**config.mk**
```make
export PLATFORM = sky130hd
export DESIGN_NAME = fft_frame_ctrl
export DESIGN_NICKNAME = d
export VERILOG_FILES = /design/src/rtl/fft_pkg.sv /design/src/rtl/fft_skid_fifo2.sv /design/src/rtl/fft_frame_ctrl.sv
export SDC_FILE = /design/constraint.sdc
export NUM_CORES = 1
export LEC_CHECK = 0
export CAP_MARGIN = 10
export CORE_MARGIN = 1.5
export CORE_UTILIZATION = 55
export DETAILED_ROUTE_END_ITERATION = 12
export PLACE_DENSITY = 0.82
export SYNTH_ARGS = -nofsm -noshare
export SYNTH_HDL_FRONTEND = slang
export SYNTH_SLANG_ARGS = --single-unit
```
**constraint.sdc**
```tcl
create_clock -name clk -period 6.4 [get_ports clk]
set_input_delay 0.96 -clock clk [delete_from_list [all_inputs] [get_ports clk]]
set_output_delay 0.96 -clock clk [all_outputs]
set_load 0.005 [all_outputs]
```
**src/rtl/fft_pkg.sv**
```systemverilog
// Shared types and helpers for the FP4 FFT frame controller.
package fft_pkg;

    localparam int unsigned SAMPLE_W = 8;

    typedef enum logic [2:0] {
        ST_IDLE,
        ST_LOAD,
        ST_START,
        ST_RUN,
        ST_DRAIN
    } state_t;

    // Out-of-range sizes (0 or above the memory depth) fall back to the largest frame.
    function automatic int unsigned clamp_log2n(input int unsigned log2n,
                                                input int unsigned max_log2);
        if (log2n == 0 || log2n > max_log2)
            return max_log2;
        return log2n;
    endfunction

endpackage

```
**src/rtl/fft_skid_fifo2.sv**
```systemverilog
// Two-entry valid/ready buffer with occupancy output; absorbs read latency in DRAIN.
module fft_skid_fifo2 #(
    parameter int unsigned W = 8
) (
    input  logic         clk,
    input  logic         rst,
    input  logic         push_valid,
    input  logic [W-1:0] push_data,
    output logic         pop_valid,
    input  logic         pop_ready,
    output logic [W-1:0] pop_data,
    output logic [1:0]   occupancy
);

    logic [W-1:0] mem [2];
    logic         wptr;
    logic         rptr;
    logic [1:0]   cnt;
    logic         do_pop;
    logic         do_push;

    assign pop_valid = (cnt != 2'd0);
    assign pop_data  = mem[rptr];
    assign occupancy = cnt;
    assign do_pop    = pop_valid & pop_ready;
    assign do_push   = push_valid & ((cnt != 2'd2) | do_pop);

    always_ff @(posedge clk or negedge rst) begin
        if (!rst) begin
            mem[0] <= '0;
            mem[1] <= '0;
            wptr   <= 1'b0;
            rptr   <= 1'b0;
            cnt    <= '0;
        end else begin
            if (do_push) begin
                mem[wptr] <= push_data;
                wptr      <= ~wptr;
            end
            if (do_pop)
                rptr <= ~rptr;
            cnt <= cnt + {1'b0, do_push} - {1'b0, do_pop};
        end
    end

endmodule

```
**src/rtl/fft_frame_ctrl.sv**
```systemverilog
// Frame sequencer: load N samples, pulse start, await done, drain results.
// Optional RUN watchdog enabled by FFT_FRAME_CTRL_TIMEOUT_EN.
module fft_frame_ctrl
    import fft_pkg::*;
#(
    parameter int unsigned MAX_N       = 32,
    parameter int unsigned ADDR_WIDTH  = $clog2(MAX_N),
    parameter int unsigned LOG2_W      = $clog2(ADDR_WIDTH + 1),
    parameter int unsigned TIMEOUT_CYC = 4096
) (
    input  logic                  clk,
    input  logic                  rst,
    input  logic [LOG2_W-1:0]     cfg_log2n,
    input  logic                  in_valid,
    output logic                  in_ready,
    input  logic [7:0]            in_data,
    output logic                  out_valid,
    input  logic                  out_ready,
    output logic [7:0]            out_data,
    output logic                  out_last,
    output logic                  ext_wr_en,
    output logic [ADDR_WIDTH-1:0] ext_wr_addr,
    output logic [7:0]            ext_wr_data,
    output logic [ADDR_WIDTH-1:0] ext_rd_addr,
    input  logic [7:0]            ext_rd_data,
    output logic                  fft_start,
    input  logic                  fft_done,
    output logic                  busy,
    output logic [7:0]            frame_cnt,
    output logic                  err_timeout
);

    localparam int unsigned MAX_LOG2 = $clog2(MAX_N);

    state_t                state;
    logic                  in_ready_r;
    logic                  fft_start_r;
    logic [7:0]            frame_cnt_r;
    logic [ADDR_WIDTH-1:0] wcnt;
    logic [ADDR_WIDTH-1:0] last_idx;
    logic [ADDR_WIDTH-1:0] new_last_idx;
    logic [ADDR_WIDTH-1:0] rcnt;
    logic [ADDR_WIDTH-1:0] ocnt;
    logic [ADDR_WIDTH-1:0] rd_addr_q;
    logic                  rd_done;
    logic                  rd_inflight;
    logic                  in_hs;
    logic                  pop;
    logic                  issue;
    logic                  fifo_valid;
    logic [SAMPLE_W-1:0]   fifo_data;
    logic [1:0]            occ;
    logic [2:0]            credit;

    assign in_hs       = in_valid & in_ready_r;
    assign in_ready    = in_ready_r;
    assign ext_wr_en   = in_hs;
    assign ext_wr_addr = in_hs ? wcnt : '0;
    assign ext_wr_data = in_hs ? in_data : '0;

    // Credit counts this cycle's pop so a full-rate drain keeps issuing every cycle.
    assign pop         = fifo_valid & out_ready;
    assign credit      = {1'b0, occ} - {2'b0, pop} + {2'b0, rd_inflight};
    assign issue       = (state == ST_DRAIN) && !rd_done && (credit < 3'd2);
    assign ext_rd_addr = issue ? rcnt : rd_addr_q;

    assign out_valid   = fifo_valid;
    assign out_data    = fifo_data;
    assign out_last    = fifo_valid && (ocnt == last_idx);
    assign busy        = (state != ST_IDLE);
    assign fft_start   = fft_start_r;
    assign frame_cnt   = frame_cnt_r;

    always_comb begin
        new_last_idx = ADDR_WIDTH'((32'd1 << clamp_log2n(32'(cfg_log2n), MAX_LOG2)) - 32'd1);
    end

`ifdef FFT_FRAME_CTRL_TIMEOUT_EN
    localparam int unsigned TCNT_W = $clog2(TIMEOUT_CYC + 1);
    logic [TCNT_W-1:0] tcnt;
    logic              err_r;
    assign err_timeout = err_r;
`else
    assign err_timeout = 1'b0;
`endif

    fft_skid_fifo2 #(.W(SAMPLE_W)) u_skid (
        .clk        (clk),
        .rst        (rst),
        .push_valid (rd_inflight),
        .push_data  (ext_rd_data),
        .pop_valid  (fifo_valid),
        .pop_ready  (out_ready),
        .pop_data   (fifo_data),
        .occupancy  (occ)
    );

    always_ff @(posedge clk or negedge rst) begin
        if (!rst) begin
            state       <= ST_IDLE;
            in_ready_r  <= 1'b0;
            fft_start_r <= 1'b0;
            frame_cnt_r <= '0;
            wcnt        <= '0;
            last_idx    <= '0;
            rcnt        <= '0;
            ocnt        <= '0;
            rd_addr_q   <= '0;
            rd_done     <= 1'b0;
            rd_inflight <= 1'b0;
`ifdef FFT_FRAME_CTRL_TIMEOUT_EN
            tcnt        <= '0;
            err_r       <= 1'b0;
`endif
        end else begin
            fft_start_r <= 1'b0;
            rd_inflight <= issue;
            if (issue) begin
                rd_addr_q <= rcnt;
                rcnt      <= rcnt + 1'b1;
                if (rcnt == last_idx)
                    rd_done <= 1'b1;
            end

            case (state)
                ST_IDLE: begin
                    in_ready_r <= 1'b1;
                    // Clamped N is always >= 2, so the first sample always leads to LOAD.
                    if (in_hs) begin
                        last_idx <= new_last_idx;
                        wcnt     <= ADDR_WIDTH'(1);
                        state    <= ST_LOAD;
                    end
                end
                ST_LOAD: begin
                    if (in_hs) begin
                        if (wcnt == last_idx) begin
                            wcnt        <= '0;
                            in_ready_r  <= 1'b0;
                            fft_start_r <= 1'b1;
                            state       <= ST_START;
                        end else begin
                            wcnt <= wcnt + 1'b1;
                        end
                    end
                end
                ST_START: begin
`ifdef FFT_FRAME_CTRL_TIMEOUT_EN
                    tcnt <= '0;
`endif
                    state <= ST_RUN;
                end
                ST_RUN: begin
                    if (fft_done) begin
                        rcnt    <= '0;
                        ocnt    <= '0;
                        rd_done <= 1'b0;
                        state   <= ST_DRAIN;
                    end
`ifdef FFT_FRAME_CTRL_TIMEOUT_EN
                    else if (tcnt == TCNT_W'(TIMEOUT_CYC - 1)) begin
                        err_r      <= 1'b1;
                        in_ready_r <= 1'b1;
                        state      <= ST_IDLE;
                    end else begin
                        tcnt <= tcnt + 1'b1;
                    end
`endif
                end
                ST_DRAIN: begin
                    if (pop) begin
                        ocnt <= ocnt + 1'b1;
                        if (out_last) begin
                            frame_cnt_r <= frame_cnt_r + 1'b1;
                            in_ready_r  <= 1'b1;
                            state       <= ST_IDLE;
                        end
                    end
                end
                default: state <= ST_IDLE;
            endcase
        end
    end

endmodule

```
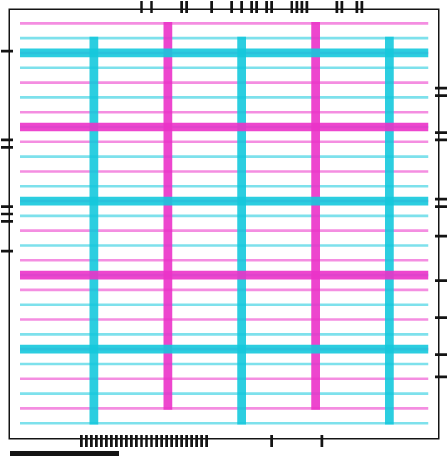
Fig. 1. PDN straps and rails (run 1).
The bar under the picture is 20 um long. Pins as bars on the die edge.
VSS -> cyan
VDD -> magenta
met5 straps = 5
signal pins = 65

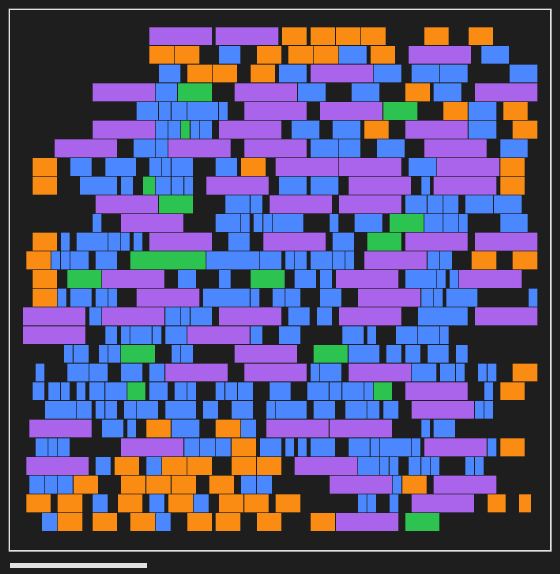
Fig. 2. Placement by cell class (run 1).
The bar under the picture is 20 um long.
clock drivers and dummy loads -> green  # cells 15, share of their area 4.9%
sequential cells -> purple  # cells 60, share of their area 38%
remaining buffers and delay cells -> orange  # cells 64, share of their area 16%
combinational and other logic -> blue  # cells 228, share of their area 41%
flop share of the area: 37.5%
Finished Cell Area: 4000 um2

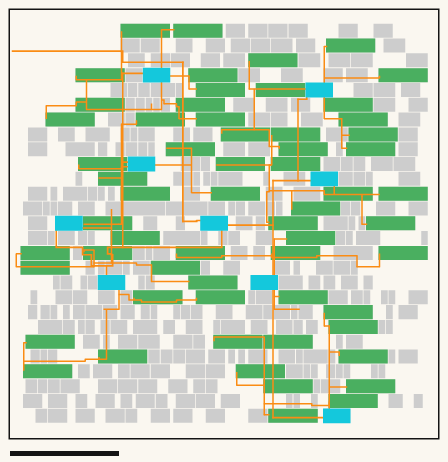
Fig. 3. Clock network drawn from the DEF (run 1).
The bar under the picture is 20 um long.
clock wires -> orange  # length 793 um
flip-flops -> green  # count 60
clock drivers -> cyan  # count 9
routed clock nets = 10

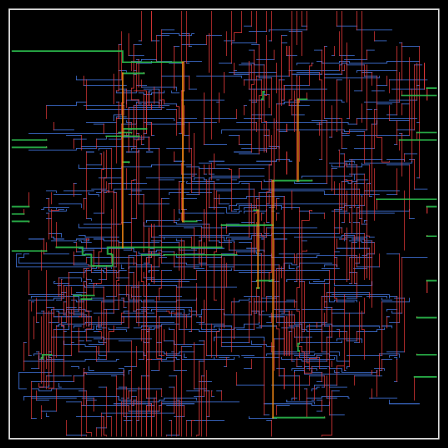
Fig. 4. Metal layers overlaid (run 1).
metal 1 -> blue  # wire length 2920 um
metal 3 -> green  # wire length 223 um
metal 4 -> orange  # wire length 134 um
metal 2 -> red  # wire length 3140 um

==> run 1: cells by family after synthesis <==
group | count (synthesis) | share of synthesized area [%]
multiplexers | 27 | 9.71
flip-flops | 60 | 47.8
AND/OR/NAND/NOR | 120 | 21.1
XOR/XNOR | 35 | 9.75
other | 2 | 0.239
buffers and inverters | 18 | 2.71
adder cells (fa/ha/maj) | 8 | 3.42
AND-OR/OR-AND | 28 | 5.37
==> run 1: per-layer routing <==
layer / wire, um / track usage [%]
met1: 2920 / 29.8
met2: 3140 / 37.2
met3: 223 / 5.00
met4: 133 / 11.1
met5: 0 / 0
==> flow_metrics.py, run 1 <==
# Generated from Yosys and OpenROAD reports
metrics = {
    "critical_path": {
        "cp-startpoint": "out_ready",
        "critPathArrivalTime_ps": 3700,
        "path_buffers": 3,
        "crit_end": "ext_rd_addr[3]",
        "worst_path_most_repeated_cell": "nand2_1",
        "r2r-start": "u_skid.occupancy[1]$_DFF_PN0_",
        "cpLargestDelayFamily": "buffers and inverters",
    },
    "layout": {
        "largest_reg_flops": 16,
        "inverters_excl_clock": 8,
        "final-nonclk-buf-share_pct": 15.8,
        "fin_util_pct": 72.7,
        "nClkBuffers": 11,
        "comb.multi_input.count": 220,
        "antenna_cells": 0,
        "buffers_excl_clock": 64,
    },
    "route": {
        "vias": 2407,
        "drtAntennaViolNets": 0,
        "wire_per_inst_um": 14.6,
        "drt_iter0_drc": 94,
    },
    "logic_synthesis": {
        "synthTopCellsByCount": "dfrtp_1, nand2_1, mux2_2",
        "top_cells_by_area": "dfrtp_1, mux2_2, xnor2_1",
        "synth_area_leader_cell": "dfrtp_1",
        "yosysWarnings": 0,
        "synth.cell_area_um2": 3140,
        "ff_type": "dfrtp_1",
        "ys_area_um2": 3140,
        "async_reset_ff_share_pct": 100,
    },
    "min_path": {
        "min_to": "frame_cnt[7]$_DFFE_PN0P_",
        "hold_depth": 1,
    },
    "power": {
        "vdd_drop_max_v": 0.000236,
        "power.total_w": 0.00132,
        "leakage_nw": 1.85,
        "internal_power_w": 0.000858,
    },
    "place": {
        "gp_congestion": 0.826,
    },
    "floorplan": {
        "fp_util_pct": 57.1,
        "die_w_um": 78.6,
    },
    "final_timing": {
        "slew_viol_final": 0,
        "worst_slack_ps": 1740,
        "hold_ws_ps": 467,
        "tns_ps": 0,
        "hold_viol": 0,
    },
    "global_route": {
        "track_usage_pct": 23.2,
        "grt_pass1_wl_um": 11000,
    },
    "run_status": {
        "outcome": "complete, no violations",
    },
    "clocking": {
        "post_cts_buffers": 0,
        "clk_latency_ps": 340,
        "cts.clk_slew.worst_paths_ps": 70,
        "cts_buffers": 9,
    },
}
==> run 2, diff against run 1 <==
--- a/config.mk
+++ b/config.mk
@@ -7,9 +7,9 @@
 export LEC_CHECK = 0
 export CAP_MARGIN = 10
 export CORE_MARGIN = 1.5
-export CORE_UTILIZATION = 55
+export CORE_UTILIZATION = 51
 export DETAILED_ROUTE_END_ITERATION = 12
-export PLACE_DENSITY = 0.82
+export PLACE_DENSITY = 0.77
 export SYNTH_ARGS = -nofsm -noshare
 export SYNTH_HDL_FRONTEND = slang
 export SYNTH_SLANG_ARGS = --single-unit
==> constraint.sdc (replaced) <==
create_clock -name clk -period 4.7 [get_ports clk]
set_input_delay 0.705 -clock clk [delete_from_list [all_inputs] [get_ports clk]]
set_output_delay 0.705 -clock clk [all_outputs]
set_load 0.005 [all_outputs]
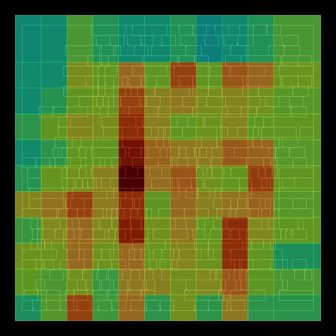
Fig. 5. Routing congestion map (run 2).
met3 usage: 6.11%
met2 Usage GRT: 33.6%
met1 Usage GRT: 29.4%

==> flow_metrics.py, run 2 <==
# Generated from Yosys and OpenROAD reports
metrics = {
    "run_status": {
        "outcome": "complete, no violations",
    },
    "power": {
        "internal_power_w": 0.00116,
        "leakage_nw": 1.85,
        "p_comb_share_pct": 32.6,
        "swShare_pct": 35.5,
        "vdd_drop_max_v": 0.000357,
        "pwr-share-seq_pct": 42.9,
        "power.total_w": 0.00179,
    },
    "logic_synthesis": {
        "top_cells_by_area": "dfrtp_1, mux2_2, xnor2_1",
        "ff_type": "dfrtp_1",
        "synth_area_leader_cell": "dfrtp_1",
        "synthTopLogicFamily": "simple AND/OR/NAND/NOR gates",
        "ys_sh_aoi_pct": 5.37,
        "ys_sh_simple_pct": 21.1,
        "synth.top_cell.area_share_pct": 47.8,
        "yosysWarnings": 0,
        "async_reset_ff_share_pct": 100,
        "mux_share_pct": 9.71,
        "ys_types": 54,
        "synth-adder-area-share_pct": 3.42,
        "synth.cell_area_um2": 3140,
        "numSynthFlops": 60,
        "synth-xor-area-share_pct": 9.75,
        "synthTopCellsByCount": "dfrtp_1, nand2_1, mux2_2",
        "ys_area_um2": 3140,
    },
    "critical_path": {
        "end_kind": "output pin",
        "path_buffers": 3,
        "cp-startpoint": "out_ready",
        "r2r_end": "rcnt[4]$_DFF_PN0_",
        "crit_end": "ext_rd_addr[2]",
        "r2r-start": "u_skid.occupancy[1]$_DFF_PN0_",
        "critPathArrivalTime_ps": 3420,
        "worst_path_most_repeated_cell": "nand2_1",
        "cpLargestDelayFamily": "buffers and inverters",
    },
    "route": {
        "highest_layer": "met4",
        "wl_met2_um": 3120,
        "vias": 2402,
        "wire_per_inst_um": 14.7,
        "dr_wl_met3_um": 302,
        "wl_met1_um": 3010,
        "drtAntennaViolNets": 0,
        "drt_iter0_drc": 80,
    },
    "layout": {
        "buffers_excl_clock": 64,
        "nets": 395,
        "nClkBuffers": 11,
        "comb_area_share_pct": 38.9,
        "fin_util_pct": 67.6,
        "seq_area_share_pct": 37.5,
        "final-nonclk-buf-share_pct": 15.8,
        "antenna_cells": 0,
        "fillCellCount": 461,
        "drive_gt1_share_pct": 14.1,
        "final_area_um2": 4000,
        "fin_cells": 443,
        "largest_reg_flops": 16,
        "seq_area_um2": 1500,
        "comb.multi_input.count": 220,
        "largestClassByArea": "logic gates",
        "lay_top_cells": "clkdlybuf4s50_1, dfrtp_1, nand2_1, mux2_2, xnor2_1",
        "inverters_excl_clock": 8,
        "comb_area_um2": 1560,
    },
    "clocking": {
        "cts.clk_slew.worst_paths_ps": 60,
        "clockBufferDepth": 2,
        "cts_buffers": 9,
        "post_cts_buffers": 0,
        "cts_tree": "done",
        "clk_latency_ps": 330,
        "clock_sinks": 60,
    },
    "global_route": {
        "grt_max_degree": 61,
        "track_usage_pct": 22.0,
        "grt-busiest-layer": "met2",
        "grt_pass1_wl_um": 10800,
    },
    "floorplan": {
        "die-area_um2": 6650,
        "die_w_um": 81.5,
        "fp_util_pct": 53.1,
    },
    "final_timing": {
        "worst_slack_ps": 573,
        "clock-skew-final_ps": 4.32,
        "tns_ps": 0,
        "hold_ws_ps": 462,
        "slew_viol_final": 0,
        "setup_viol": 0,
        "hold_viol": 0,
        "finalCritPeriodShare_pct": 87.8,
    },
    "min_path": {
        "min_to": "frame_cnt[7]$_DFFE_PN0P_",
        "hold_depth": 1,
    },
    "place": {
        "gp_congestion": 0.837,
        "dpl_cell_area_um2": 3820,
    },
    "run": {
        "drv_cap": 0,
    },
}
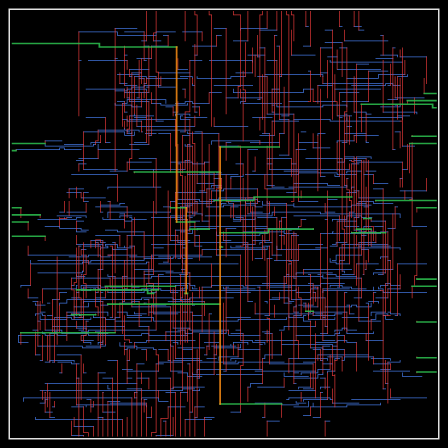
Fig. 6. Metal layers overlaid (run 2).
metal 1 -> blue  # wire length 3010 um
metal 4 -> orange  # wire length 98.6 um
metal 3 -> green  # wire length 302 um
metal 2 -> red  # wire length 3120 um

==> run 2: cell count changes in the layout (fill, tap and decap cells not counted), sizes merged <==
| cell | previous run | this run |
|---|---|---|
| clkinv | 1 | 3 |
| clkinvlp | 2 | 1 |
==> run 2: cells by family (layout without fill, tap and decap cells) <==
logic type | count (synthesis) | after routing
multiplexers | 27 | 27
other | 2 | 2
buffers and inverters | 18 | 88
AND/OR/NAND/NOR | 120 | 120
adder cells (fa/ha/maj) | 8 | 8
flip-flops | 60 | 60
AND-OR/OR-AND | 28 | 28
XOR/XNOR | 35 | 35
==> run 2: worst register-to-register path, stage by stage, from the launching register on <==
cell     delay (ps)
dfrtp_1         530
nand3_1         190
o21ai_0         150
nand2_1         100
fa_1            510
nor2b_1         210
nand3_2         200
inv_2           220
nand4_1         140
mux2i_1         140
==> run 3, diff against run 2 <==
--- a/config.mk
+++ b/config.mk
@@ -8,8 +8,10 @@
 export CAP_MARGIN = 10
 export CORE_MARGIN = 1.5
 export CORE_UTILIZATION = 51
+export CTS_CLUSTER_DIAMETER = 30
 export DETAILED_ROUTE_END_ITERATION = 12
 export PLACE_DENSITY = 0.77
+export SKIP_CTS_REPAIR_TIMING = 1
 export SYNTH_ARGS = -nofsm -noshare
 export SYNTH_HDL_FRONTEND = slang
 export SYNTH_SLANG_ARGS = --single-unit
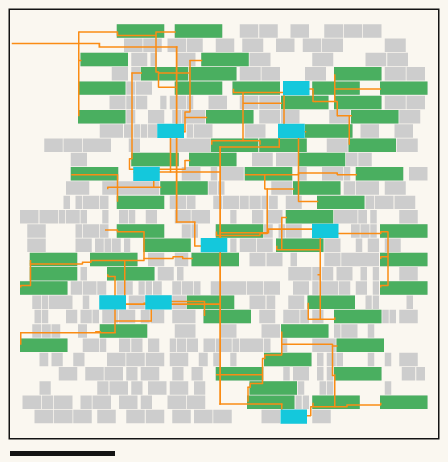
Fig. 7. Clock network drawn from the DEF (run 3).
The bar under the picture is 20 um long.
clock drivers -> cyan  # count 9
flip-flops -> green  # count 60
clock wires -> orange  # length 766 um
routed clock nets = 10

==> flow_metrics.py, run 3 <==
# Generated from Yosys and OpenROAD reports
metrics = {
    "logic_synthesis": {
        "top_cells_by_area": "dfrtp_1, mux2_2, xnor2_1",
        "async_reset_ff_share_pct": 100,
        "ys_area_um2": 3140,
        "ys_sh_simple_pct": 21.1,
        "yosysWarnings": 0,
        "ys_sh_aoi_pct": 5.37,
        "synth.cell_area_um2": 3140,
        "synth-xor-area-share_pct": 9.75,
        "synthTopLogicFamily": "simple AND/OR/NAND/NOR gates",
        "ff_type": "dfrtp_1",
        "numSynthFlops": 60,
        "synth.top_cell.area_share_pct": 47.8,
    },
    "final_timing": {
        "clock-skew-final_ps": 4.32,
        "tns_ps": 0,
        "hold_viol": 0,
        "worst_slack_ps": 573,
        "setup_viol": 0,
    },
    "layout": {
        "lay_top_cells": "clkdlybuf4s50_1, dfrtp_1, nand2_1, mux2_2, xnor2_1",
        "fillCellCount": 461,
        "antenna_cells": 0,
        "drive_gt1_share_pct": 14.1,
        "nets": 395,
        "fin_cells": 443,
    },
    "route": {
        "drt_iter0_drc": 80,
        "highest_layer": "met4",
        "wl_met2_um": 3120,
        "dr_wl_met3_um": 302,
    },
    "critical_path": {
        "end_kind": "output pin",
        "r2r-start": "u_skid.occupancy[1]$_DFF_PN0_",
        "cpLargestDelayFamily": "buffers and inverters",
        "worst_path_most_repeated_cell": "nand2_1",
    },
    "run_status": {
        "outcome": "complete, no violations",
    },
    "power": {
        "vdd_drop_max_v": 0.000357,
        "swShare_pct": 35.5,
        "p_comb_share_pct": 32.6,
        "pwr-share-seq_pct": 42.9,
    },
    "place": {
        "dpl_cell_area_um2": 3820,
    },
    "clocking": {
        "cts.clk_slew.worst_paths_ps": 60,
        "cts_tree": "done",
        "clk_latency_ps": 330,
    },
    "global_route": {
        "gr-usage-met2_pct": 33.6,
    },
    "min_path": {
        "min_to": "frame_cnt[7]$_DFFE_PN0P_",
    },
}
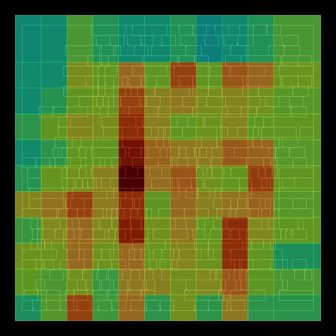
Fig. 8. Routing congestion map (run 3).
post-layout util: 67.6%
GR peak layer: met2
Total GRT Usage: 22.0%
wire per inst: 14.7 um

-- run 3: how the worst max path moves through the flow --
stage	slack, ps	depth (start not counted)	endpoint	from
4_1_cts	570	11	ext_rd_addr[2]	out_ready
5_1_grt	340	11	ext_rd_addr[1]	out_ready
3_3_place_gp	660	11	ext_rd_addr[4]	out_ready
6_report	570	11	ext_rd_addr[2]	out_ready
3_5_place_dp	570	11	ext_rd_addr[2]	out_ready
2_1_floorplan	1870	9	ext_rd_addr[0]	out_ready
-- run 3: cell type report --
type,instances,area (um2),area share [%]
Clock buffer,11,131,3.28
Clock inverter,5,52.6,1.31
Inverter,8,30.0,0.751
Multi-Input combinational cell,220,1560,38.9
Sequential cell,60,1500,37.5
Tap cell,75,93.8,2.35
Timing Repair Buffer,64,633,15.8
Power and IR drop assume default switching activity.
